`src/rtl/router_sync_n_if.sv`:
```
// Router synchroniser bus: header/address capture, FIFO write enables and
// per-channel FIFO status. "slave" is the synchroniser side, "master" the environment side.
interface router_sync_n_if #(
  parameter int NUM_CH = 3,
  parameter int ADDR_W = 2
);
  logic              detect_add;
  logic [ADDR_W-1:0] data_in;
  logic              write_enb_reg;
  logic [NUM_CH-1:0] read_enb;
  logic [NUM_CH-1:0] empty;
  logic [NUM_CH-1:0] full;
  logic [NUM_CH-1:0] write_enb;
  logic              fifo_full;
  logic [NUM_CH-1:0] valid_out;
  logic [NUM_CH-1:0] soft_reset;
  logic              addr_err;

  modport master (
    output detect_add, data_in, write_enb_reg, read_enb, empty, full,
    input  write_enb, fifo_full, valid_out, soft_reset, addr_err
  );

  modport slave (
    input  detect_add, data_in, write_enb_reg, read_enb, empty, full,
    output write_enb, fifo_full, valid_out, soft_reset, addr_err
  );
endinterface

```
`src/rtl/router_sync_n.sv`:
```
// Router synchroniser: latches the destination address, steers FIFO writes and
// flushes FIFOs left unread too long. Optional stats via macro ROUTER_SYNC_STAT_EN.
module router_sync_n #(
  parameter int NUM_CH  = 3,
  parameter int ADDR_W  = 2,
  parameter int TIMEOUT = 30
) (
  input  logic               clock,
  input  logic               reset,
  router_sync_n_if.slave     bus
`ifdef ROUTER_SYNC_STAT_EN
  ,
  input  logic               stat_clr,
  output logic [NUM_CH-1:0]  timeout_seen
`endif
);

  localparam int                CNT_W    = $clog2(TIMEOUT);
  localparam logic [ADDR_W:0]   NUM_CH_X = (ADDR_W+1)'(NUM_CH);
  localparam logic [CNT_W-1:0]  CNT_TC   = CNT_W'(TIMEOUT - 1);

  if (NUM_CH < 2 || NUM_CH > 8) begin : g_bad_num_ch
    $error("router_sync_n: NUM_CH must be 2..8");
  end
  if ((1 << ADDR_W) < NUM_CH) begin : g_bad_addr_w
    $error("router_sync_n: ADDR_W too narrow for NUM_CH");
  end
  if (TIMEOUT < 2 || TIMEOUT > 255) begin : g_bad_timeout
    $error("router_sync_n: TIMEOUT must be 2..255");
  end

  logic [ADDR_W-1:0] addr_q, addr_d;
  logic              addr_err_q, addr_err_d;
  logic [CNT_W-1:0]  idle_cnt_q [NUM_CH];
  logic [CNT_W-1:0]  idle_cnt_d [NUM_CH];
  logic [NUM_CH-1:0] soft_reset_q, soft_reset_d;
  logic [NUM_CH-1:0] idle;

  always_comb begin
    addr_d     = addr_q;
    addr_err_d = addr_err_q;
    if (bus.detect_add) begin
      addr_d     = bus.data_in;
      addr_err_d = ({1'b0, bus.data_in} >= NUM_CH_X);
    end
  end

  // Bad address forces fifo_full high so the upstream FSM stalls instead of dropping data.
  always_comb begin
    bus.write_enb = '0;
    bus.fifo_full = 1'b1;
    for (int k = 0; k < NUM_CH; k++) begin
      if (!addr_err_q && (addr_q == ADDR_W'(k))) begin
        bus.write_enb[k] = bus.write_enb_reg;
        bus.fifo_full    = bus.full[k];
      end
    end
  end

  assign bus.valid_out = ~bus.empty;
  assign idle          = ~bus.empty & ~bus.read_enb;

  // Terminal count pulses soft_reset and restarts the count, so a stuck channel
  // is flushed every TIMEOUT cycles.
  always_comb begin
    soft_reset_d = '0;
    for (int k = 0; k < NUM_CH; k++) begin
      idle_cnt_d[k] = '0;
    end
    for (int k = 0; k < NUM_CH; k++) begin
      if (idle[k]) begin
        if (idle_cnt_q[k] == CNT_TC) begin
          soft_reset_d[k] = 1'b1;
        end else begin
          idle_cnt_d[k] = idle_cnt_q[k] + CNT_W'(1);
        end
      end
    end
  end

  always_ff @(posedge clock) begin
    if (reset) begin
      addr_q       <= '0;
      addr_err_q   <= 1'b0;
      soft_reset_q <= '0;
      for (int k = 0; k < NUM_CH; k++) begin
        idle_cnt_q[k] <= '0;
      end
    end else begin
      addr_q       <= addr_d;
      addr_err_q   <= addr_err_d;
      soft_reset_q <= soft_reset_d;
      for (int k = 0; k < NUM_CH; k++) begin
        idle_cnt_q[k] <= idle_cnt_d[k];
      end
    end
  end

  assign bus.soft_reset = soft_reset_q;
  assign bus.addr_err   = addr_err_q;

`ifdef ROUTER_SYNC_STAT_EN
  logic [NUM_CH-1:0] timeout_seen_q, timeout_seen_d;

  // A flush pulse coinciding with stat_clr must still be recorded.
  always_comb begin
    timeout_seen_d = (timeout_seen_q & ~{NUM_CH{stat_clr}}) | soft_reset_q;
  end

  always_ff @(posedge clock) begin
    if (reset) begin
      timeout_seen_q <= '0;
    end else begin
      timeout_seen_q <= timeout_seen_d;
    end
  end

  assign timeout_seen = timeout_seen_q;
`endif

endmodule

```
`src/flat_wrapper.sv`:
```
// flat-port wrapper written by rule: the top's interface ports become plain ports
module router_sync_n_flat 
#(
  parameter int NUM_CH  = 3,
  parameter int ADDR_W  = 2,
  parameter int TIMEOUT = 30
)
  (clock, reset, bus_detect_add, bus_data_in, bus_write_enb_reg, bus_read_enb, bus_empty, bus_full, bus_write_enb, bus_fifo_full, bus_valid_out, bus_soft_reset, bus_addr_err);
  router_sync_n_if #(.NUM_CH(NUM_CH), .ADDR_W(ADDR_W)) bus_i ();
  input  logic clock;
  input  logic reset;
  input wire logic [$bits(bus_i.detect_add)-1:0] bus_detect_add;
  input wire logic [$bits(bus_i.data_in)-1:0] bus_data_in;
  input wire logic [$bits(bus_i.write_enb_reg)-1:0] bus_write_enb_reg;
  input wire logic [$bits(bus_i.read_enb)-1:0] bus_read_enb;
  input wire logic [$bits(bus_i.empty)-1:0] bus_empty;
  input wire logic [$bits(bus_i.full)-1:0] bus_full;
  output wire logic [$bits(bus_i.write_enb)-1:0] bus_write_enb;
  output wire logic [$bits(bus_i.fifo_full)-1:0] bus_fifo_full;
  output wire logic [$bits(bus_i.valid_out)-1:0] bus_valid_out;
  output wire logic [$bits(bus_i.soft_reset)-1:0] bus_soft_reset;
  output wire logic [$bits(bus_i.addr_err)-1:0] bus_addr_err;
  assign bus_i.detect_add = bus_detect_add;
  assign bus_i.data_in = bus_data_in;
  assign bus_i.write_enb_reg = bus_write_enb_reg;
  assign bus_i.read_enb = bus_read_enb;
  assign bus_i.empty = bus_empty;
  assign bus_i.full = bus_full;
  assign bus_write_enb = bus_i.write_enb;
  assign bus_fifo_full = bus_i.fifo_full;
  assign bus_valid_out = bus_i.valid_out;
  assign bus_soft_reset = bus_i.soft_reset;
  assign bus_addr_err = bus_i.addr_err;
  router_sync_n #(.NUM_CH(NUM_CH), .ADDR_W(ADDR_W), .TIMEOUT(TIMEOUT)) u_core (.clock(clock), .reset(reset), .bus(bus_i));
endmodule
```
`config.mk`:
```
export PLATFORM = sky130hd
export DESIGN_NAME = router_sync_n_flat
export DESIGN_NICKNAME = d
export VERILOG_FILES = /design/src/rtl/router_sync_n_if.sv /design/src/rtl/router_sync_n.sv /design/src/flat_wrapper.sv
export SDC_FILE = /design/constraint.sdc
export NUM_CORES = 1
export LEC_CHECK = 0
export ABC_AREA = 1
export CAP_MARGIN = 10
export CORE_ASPECT_RATIO = 1.4
export CORE_MARGIN = 3
export CORE_UTILIZATION = 35
export CTS_BUF_LIST = sky130_fd_sc_hd__clkbuf_16
export DETAILED_ROUTE_END_ITERATION = 12
export GPL_TIMING_DRIVEN = 0
export PLACE_DENSITY = 0.63
export SYNTH_ARGS = -nofsm -noshare
export SYNTH_HDL_FRONTEND = slang
export SYNTH_SLANG_ARGS = --single-unit
```
`constraint.sdc`:
```
create_clock -name clock -period 2.2 [get_ports clock]
set_clock_uncertainty 0.15 [all_clocks]
set_input_delay 0.44 -clock clock [delete_from_list [all_inputs] [get_ports clock]]
set_output_delay 0.44 -clock clock [all_outputs]
set_load 0.005 [all_outputs]
```
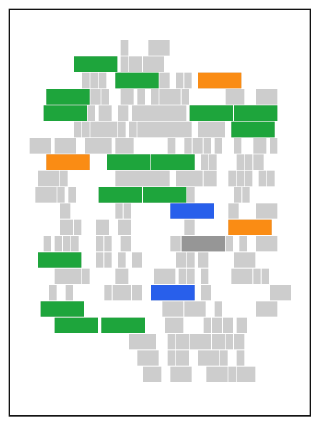
Fig. 1. Sequential cells colored by netlist name.
Scale: 6 px per um. Other sequential cells in the stronger gray, the rest of the logic in the fainter gray.
u_core.addr_q -> blue  # flops 2
u_core.bus.soft_reset -> orange  # flops 3
u_core.idle_cnt_q -> green  # flops 15

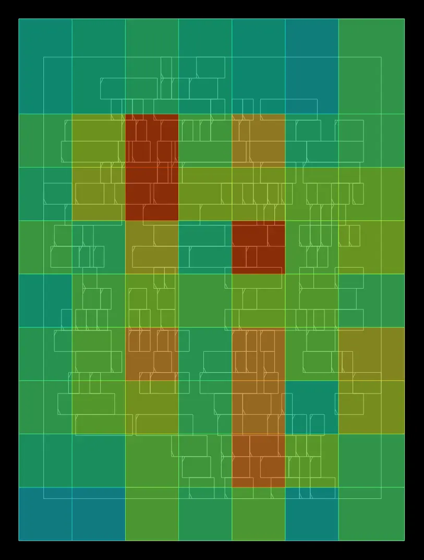
Fig. 2. Routing congestion.
routing usage on met3: 3.97%
post-layout util: 52.7%

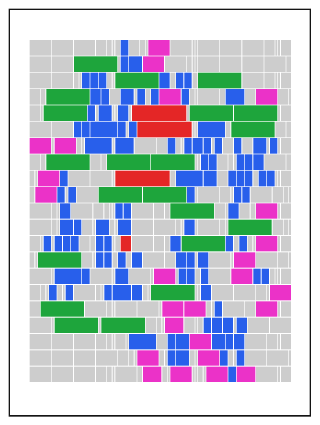
Fig. 3. Cell classes on the final placement.
Scale: 6 px per um. Fill, decap, tap and diode cells in gray.
registers -> green  # cells 21, share of their area 33%
remaining logic cells -> blue  # cells 108, share of their area 41%
clock drivers and dummy loads -> red  # cells 4, share of their area 6.3%
remaining buffers and delay cells -> magenta  # cells 25, share of their area 19%

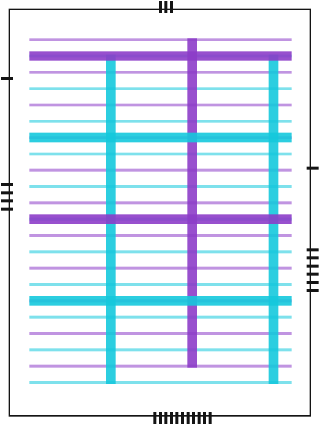
Fig. 4. Supply network.
Scale: 6 px per um. Pins as bars on the die edge.
VDD -> purple
VSS -> cyan
rows = 21
met5 straps = 4
met4 straps = 3
met1 rails = 22
signal pins = 26

==> impl_metrics.ini <==
; yosys + openroad results
[outcome]
status = finished, final reports clean

[logic_synthesis]
top_logic_kind = simple AND/OR/NAND/NOR gates
yosys.area_share.xor_xnor_pct = 2.78
synth_cells = 129
syn_area_um2 = 946
mux_share_pct = 0
numSynthFlops = 21
fp_nets = 150
yosysSeqAreaShare_pct = 44.4
synth-compound-area-share_pct = 2.12
synth-adder-area-share_pct = 7.94
ys_area_um2 = 946
ys_cells = 129
post_synth_num_cell_types = 15
yosys_warnings = 0
simple_gate_share_pct = 33.6
syn_area_per_cell_um2 = 7.33

[placed_design]
port_buffers = 25
dp_hpwl_um = 1500
dp_slack_ns = -0.0775
place.gp.congestion = 0.803
postPlaceCellArea_um2 = 1240

[clock_network]
insertion_delay_ns = 0.25
clkTransAtPathRegs_ns = 0.05
cts_tree = yes
postCtsSetupBuffers = 0
h-tree-depth = 1
cts_buffers = 3
cts_resized = 3
postCtsHoldBufs = 0
cts_sinks = 21
root_buffer = clkbuf_16
cts_buffer_depth = 2

[timing]
fmax_mhz = 468
setup_viol = 0
relSlewSlack_pct = 84.5
period_used_pct = 97.0
final_hold_viol_count = 0
setup_slack_ns = 0.0649
drv_slew = 0
fin_crit_ns = 2.14
tns_ns = 0
worst_pin_slew_ns = 0.232
rsz0062_at_grt = no

[route]
drc_errors = 0
num_vias = 859
first_iter_violations = 8
firstDrtPassIters = 2
wirelength_um = 1860
via_per_inst = 4.47
avgRoutedWirePerCell_um = 9.67
antenna_left = 0

[power_and_ir_drop]
p_leak_nw = 0.553
switchingPower_w = 0.000163
power.clock.fraction_pct = 44.4
seqPwrFrac_pct = 47.1
switching_share_pct = 19.5
ir_drop_mv = 0.482
power_w = 0.000836
internal_power_w = 0.000674
combinationalPowerShare_pct = 8.6
power_density_nw_per_um2 = 636

[grt]
antenna_found_initial = 0
grt_pass1_vias = 868
grtUsageTotal_pct = 13.0
grt_max_degree = 13
grt_pass1_wl_um = 3410
grt_remaining_overflow = 0

[layout]
logic_area_um2 = 439
fin_nets = 180
fillers = 251
drive_above_1_share_pct = 5.06
regArea_um2 = 420
area_delta_synth_final_pct = 39.0
final_area_um2 = 1320
diodes = 0

[floorplan]
fp.dieH_um = 67.5
dieArea_um2 = 3370
rows = 21
io_pins = 26
core_util_floorplan_pct = 37.9
dieWidth_um = 49.9
fp.coreArea_um2 = 2500

[critical_path]
startpoint_type = input pin
path_max_fanout = 3
critPathKind = in -> out
crit_required_ns = 1.61
critPathCaptureType = output pin
critical_path_arrival_ns = 1.55

[flow_run]
warning_count = 29
maxCapViolations = 0

[hold_path]
hold_class = reg -> reg
## cell families after synthesis
kind of cell	Yosys count
AOI/OAI and AO/OA	4
DFF	21
and+or+nand+nor	72
buffers and inverters	23
adders and majority gates	6
xor gates and xnor gates	3
## worst paths after layout
kind	startpoint	endpoint	slack (ns)	cells past startpoint
setup / recovery	bus_write_enb_reg	bus_write_enb[2]	0.06	4
hold / removal	u_core.idle_cnt_q[0][10]$_SDFF_PP0_	u_core.idle_cnt_q[0][10]$_SDFF_PP0_	0.33	1
setup reg to reg	u_core.idle_cnt_q[0][1]$_SDFF_PP0_	u_core.idle_cnt_q[0][0]$_SDFF_PP0_	0.97	5
hold reg to reg	u_core.idle_cnt_q[0][10]$_SDFF_PP0_	u_core.idle_cnt_q[0][10]$_SDFF_PP0_	0.33	1
## metal layers
layer | vias to the layer above | GRT usage [%] | routed length (um)
li1 | 464 | - | -
met1 | 379 | 13.6 | 794
met2 | 14 | 24.5 | 968
met3 | 2 | 3.97 | 85
met4 | 0 | 4.15 | 8
met5 | - | 0 | 0
## synth_stat cells
cell type | n | area share, %
nor2_1 | 22 | 8.7
inv_2 | 2 | 0.79
nand3_1 | 12 | 6.3
o21ai_0 | 1 | 0.53
a21oi_1 | 3 | 1.6
nor3_1 | 2 | 1.1
nor2_2 | 1 | 0.66
dfxtp_1 | 21 | 44
nor4_1 | 2 | 1.3
ha_1 | 6 | 7.9
nand2_1 | 24 | 9.5
xnor2_1 | 3 | 2.8
nand2_2 | 1 | 0.66
inv_1 | 21 | 8.3
nand4_1 | 8 | 5.3
## through the flow
| step | cells | hold slack, ns |
|---|---|---|
| finish | 192 | 0.334 |
| global route | 192 | 0.362 |
| CTS | 192 | 0.341 |
| detailed placement | 188 | 0.328 |
| global placement | 188 | 0.311 |
| floorplan | 129 | 0.295 |
## critical path, cell delays in order
cell and delay (ns):
clkdlybuf4s50_1 0.45, inv_1 0.05, nor2_1 0.10, clkdlybuf4s50_1 0.50
## state kept, by name, summed over array words and instances (netlist names)
| name | count |
|---|---|
| u_core.bus.addr_err | 1 |
| u_core.idle_cnt_q | 15 |
| u_core.bus.soft_reset | 3 |
| u_core.addr_q | 2 |
## placed cells by master (no fill, tap or decap)
cell type and n:
nand4_1 8, ha_1 6, xnor2_1 3, o21ai_0 1, nor2_1 22, inv_1 21, clkdlybuf4s50_1 22, nand2_1 24
clkinv_2 1, a21oi_1 3, nor3_1 2, nor4_1 2, dfxtp_1 21, nor2_2 1, dlygate4sd2_1 3, nand2_2 1
inv_2 2, clkbuf_16 3, nand3_1 12
## power groups by stage
stage	registers [W]	clock network [W]	logic, W
after detailed placement	0.000402	0	0.0000762
after CTS	0.000393	0.000386	0.0000729
after global routing	0.000394	0.000405	0.0000810
after global placement	0.000401	0	0.0000753
final	0.000393	0.000371	0.0000716
after floorplan	0.000400	0	0.0000270
## area by class of cell
class                           instances  share of cell area [%]
Inverter                               23                    6.57
Sequential cell                        21                    32.0
Timing Repair Buffer                   25                    18.7
Clock buffer                            3                    5.71
Multi-Input combinational cell         85                    33.4
Tap cell                               34                    3.24
Clock inverter                          1                   0.381
Power and IR drop assume default switching activity.
